==> images/metal_density.png <==
The die is cut into 35 by 35 equal tiles; dark blue is low, red is high, scaled to the fullest tile. Values are wire area over tile area, all layers added.
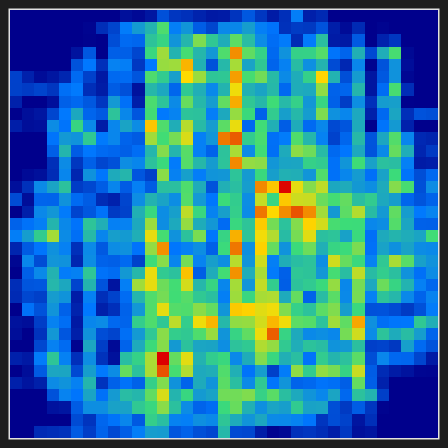
==> images/flops_by_reg.png <==
Scale bar: 50 um. Other sequential cells in the stronger gray, the rest of the logic in the fainter gray.
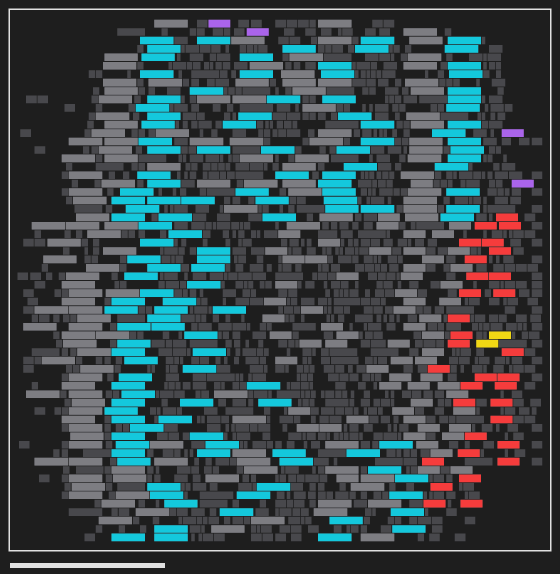
==> images/placement.png <==
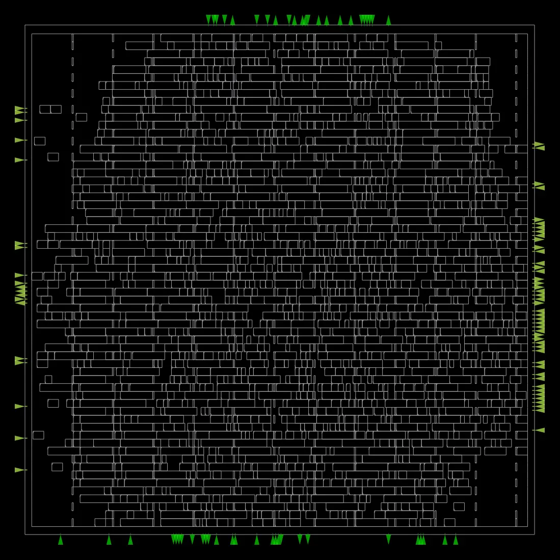
==> images/clk_routes.png <==
Scale bar: 50 um.
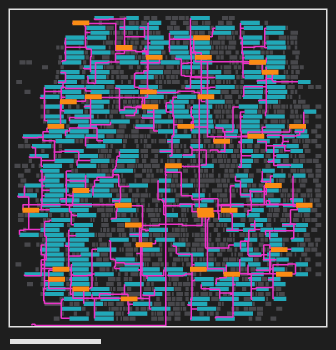
<file path="src/rtl/multi_channel_pwm_divider.sv">
// Multi-channel PWM / clock divider on a shared timebase.
// Period and per-channel compare values are double-buffered: writes land in
// shadow registers and move to the active set only at a period boundary
// (or continuously while stopped), so outputs never glitch mid-period.
module multi_channel_pwm_divider #(
  parameter int unsigned WIDTH    = 32,
  parameter int unsigned CHANNELS = 4,
  parameter int unsigned CHW      = (CHANNELS > 1) ? $clog2(CHANNELS) : 1
) (
  input  logic                Clk50,
  input  logic                Reset,
  input  logic                Enable,
  input  logic                OneShot,
  input  logic [CHANNELS-1:0] Polarity,
  input  logic                PeriodWr,
  input  logic [WIDTH-1:0]    PeriodIn,
  input  logic                CompareWr,
  input  logic [CHW-1:0]      CompareChan,
  input  logic [WIDTH-1:0]    CompareIn,
  output logic [CHANNELS-1:0] Out,
  output logic                Wrap,
  output logic                Done,
  output logic [WIDTH-1:0]    Count
);

  typedef enum logic [1:0] {
    IDLE = 2'd0,
    RUN  = 2'd1,
    HOLD = 2'd2
  } state_t;

  state_t              state;
  logic [WIDTH-1:0]    count;
  logic [WIDTH-1:0]    count_inc;
  logic [WIDTH-1:0]    shadow_period;
  logic [WIDTH-1:0]    active_period;
  logic [WIDTH-1:0]    shadow_cmp [CHANNELS];
  logic [WIDTH-1:0]    active_cmp [CHANNELS];
  logic                wrap;
  logic                xfer;
  logic [CHANNELS-1:0] pwm;

  // Shadow->active transfer: at every period boundary, and always while stopped
  assign xfer      = (state != RUN) || wrap;
  assign count_inc = count + WIDTH'(1);

  // Timebase FSM; wrap is precomputed so it is high exactly while count==active_period
  always_ff @(posedge Clk50) begin
    if (Reset) begin
      state <= IDLE;
      count <= '0;
      wrap  <= 1'b0;
    end else begin
      case (state)
        IDLE: begin
          count <= '0;
          if (Enable) begin
            state <= RUN;
            // active period on the next cycle is the current shadow value
            wrap  <= (shadow_period == '0);
          end else begin
            wrap  <= 1'b0;
          end
        end
        RUN: begin
          if (!Enable) begin
            state <= IDLE;
            count <= '0;
            wrap  <= 1'b0;
          end else if (wrap) begin
            count <= '0;
            if (OneShot) begin
              state <= HOLD;
              wrap  <= 1'b0;
            end else begin
              wrap  <= (shadow_period == '0);
            end
          end else begin
            count <= count_inc;
            wrap  <= (count_inc == active_period);
          end
        end
        HOLD: begin
          count <= '0;
          wrap  <= 1'b0;
          if (!Enable) begin
            state <= IDLE;
          end
        end
        default: begin
          state <= IDLE;
          count <= '0;
          wrap  <= 1'b0;
        end
      endcase
    end
  end

  // Period shadow/active registers
  always_ff @(posedge Clk50) begin
    if (Reset) begin
      shadow_period <= '0;
      active_period <= '0;
    end else begin
      if (PeriodWr) begin
        shadow_period <= PeriodIn;
      end
      if (xfer) begin
        active_period <= shadow_period;
      end
    end
  end

  // Per-channel compare shadow/active registers; out-of-range channel writes match nothing
  always_ff @(posedge Clk50) begin
    if (Reset) begin
      for (int i = 0; i < int'(CHANNELS); i++) begin
        shadow_cmp[i] <= '0;
        active_cmp[i] <= '0;
      end
    end else begin
      for (int i = 0; i < int'(CHANNELS); i++) begin
        if (CompareWr && (CompareChan == CHW'(i))) begin
          shadow_cmp[i] <= CompareIn;
        end
        if (xfer) begin
          active_cmp[i] <= shadow_cmp[i];
        end
      end
    end
  end

  // Registered PWM outputs; idle level is the channel polarity
  always_ff @(posedge Clk50) begin
    if (Reset) begin
      pwm <= Polarity;
    end else begin
      for (int i = 0; i < int'(CHANNELS); i++) begin
        pwm[i] <= (state == RUN) ? ((count < active_cmp[i]) ^ Polarity[i]) : Polarity[i];
      end
    end
  end

  assign Out   = pwm;
  assign Count = count;
  assign Wrap  = wrap;
  assign Done  = wrap & OneShot;

endmodule

</file>
<file path="config.mk">
export PLATFORM = sky130hd
export DESIGN_NAME = multi_channel_pwm_divider
export DESIGN_NICKNAME = d
export VERILOG_FILES = /design/src/rtl/multi_channel_pwm_divider.sv
export SDC_FILE = /design/constraint.sdc
export NUM_CORES = 1
export LEC_CHECK = 0
export CAP_MARGIN = 20
export CORE_MARGIN = 2
export CORE_UTILIZATION = 59
export DETAILED_ROUTE_END_ITERATION = 12
export PLACE_DENSITY = 0.8
export SYNTH_ARGS = -nofsm -noshare
export SYNTH_HDL_FRONTEND = slang
export SYNTH_SLANG_ARGS = --single-unit
</file>
<file path="constraint.sdc">
create_clock -name Clk50 -period 6.26 [get_ports Clk50]
set_clock_uncertainty 0.1 [all_clocks]
set_input_delay 1.252 -clock Clk50 [delete_from_list [all_inputs] [get_ports Clk50]]
set_output_delay 1.252 -clock Clk50 [all_outputs]
set_load 0.02 [all_outputs]
</file>
==> results.sh <==
# flow metrics
export IMPL_cts_buffers=36
export IMPL_crit_path_end_kind="output port"
export IMPL_power_leader="registers"
export IMPL_timing_rr_end="Wrap"
export IMPL_pg_seq_mw=2.76
export IMPL_tool_warnings=26
export IMPL_yosysUniqueCellTypes=68
export IMPL_final_common_cell="and2_1"
export IMPL_logic_area_mm2=0.00667
export IMPL_biggestCellCategory="registers"
export IMPL_cts_tree="built"
export IMPL_overflow=0
export IMPL_grt_max_degree=97
export IMPL_outcome="finished clean"
export IMPL_use_met1=0.327
export IMPL_post_route_min_period_ns=3.81
export IMPL_worstSetupStartpointType="primary input"
export IMPL_powerClk_mw=2.15
export IMPL_path_class="primary input to output port"
export IMPL_num_io_pins=114
export IMPL_area_leaders="edfxtp_1, dfxtp_1, and2_1"
export IMPL_cts_root_buffer="clkbuf_16"
export IMPL_reg_top3="active_cmp x128, shadow_cmp x128"
export IMPL_cts_sinks=359
export IMPL_wire_per_inst_um=18.4
export IMPL_comb_cells=902
export IMPL_worstReg2RegStart="Count[1]"
export IMPL_cap_viol_max_count=0
export IMPL_first_pass_iters=6
export IMPL_ys_sh_aoi=0.0716
export IMPL_yosysTopAreaCell="edfxtp_1"
export IMPL_ctsResizeCount=0
export IMPL_clk_share=0.0597
export IMPL_portBuffers=113
export IMPL_crit_end="Done"
export IMPL_cts_hold_buf=0
export IMPL_max_freq_ghz=0.263
export IMPL_slowest_delay_ns=0.60
export IMPL_total_power_mw=5.29
export IMPL_fillerInstances=1960
export IMPL_finalSetupViolations=0
export IMPL_ys_async_sr_fraction=0
export IMPL_dpl_cell_area_mm2=0.0186
export IMPL_crit_start="OneShot"
export IMPL_switchingPower_mw=1.13
export IMPL_hold_slack_ns=0.411
export IMPL_cpMaxStageDelayCell="clkdlybuf4s50_1"
export IMPL_path_buffers=2
export IMPL_p_int_mw=4.16
export IMPL_p_clk_frac=0.406
export IMPL_grt_first_pass_wirelength_um=57400
export IMPL_min_to="active_cmp[3][4]"
-- metal_density.png (at the start) --
emptiest ninth of the die = upper left
nearly empty tiles = 11%
fullest tile = 0.63
tiles over half the peak = 18%

-- flops_by_reg.png (at the start) --
yellow -> state  # sequential cells 2
red -> shadow_period  # sequential cells 32
purple -> Out  # sequential cells 4
cyan -> active_cmp  # sequential cells 128, where spread over the die

-- placement.png (at the start) --
number of core rows: 62
Seq/total area: 0.492
Core Region: 0.0286 mm^2
flop count: 359

-- clk_routes.png (at the start) --
cyan -> flip-flops  # count 359
magenta -> clock wires  # length 3,760 um
orange -> clock drivers  # count 36
flops lie = spread over the die
routed clock nets = 37

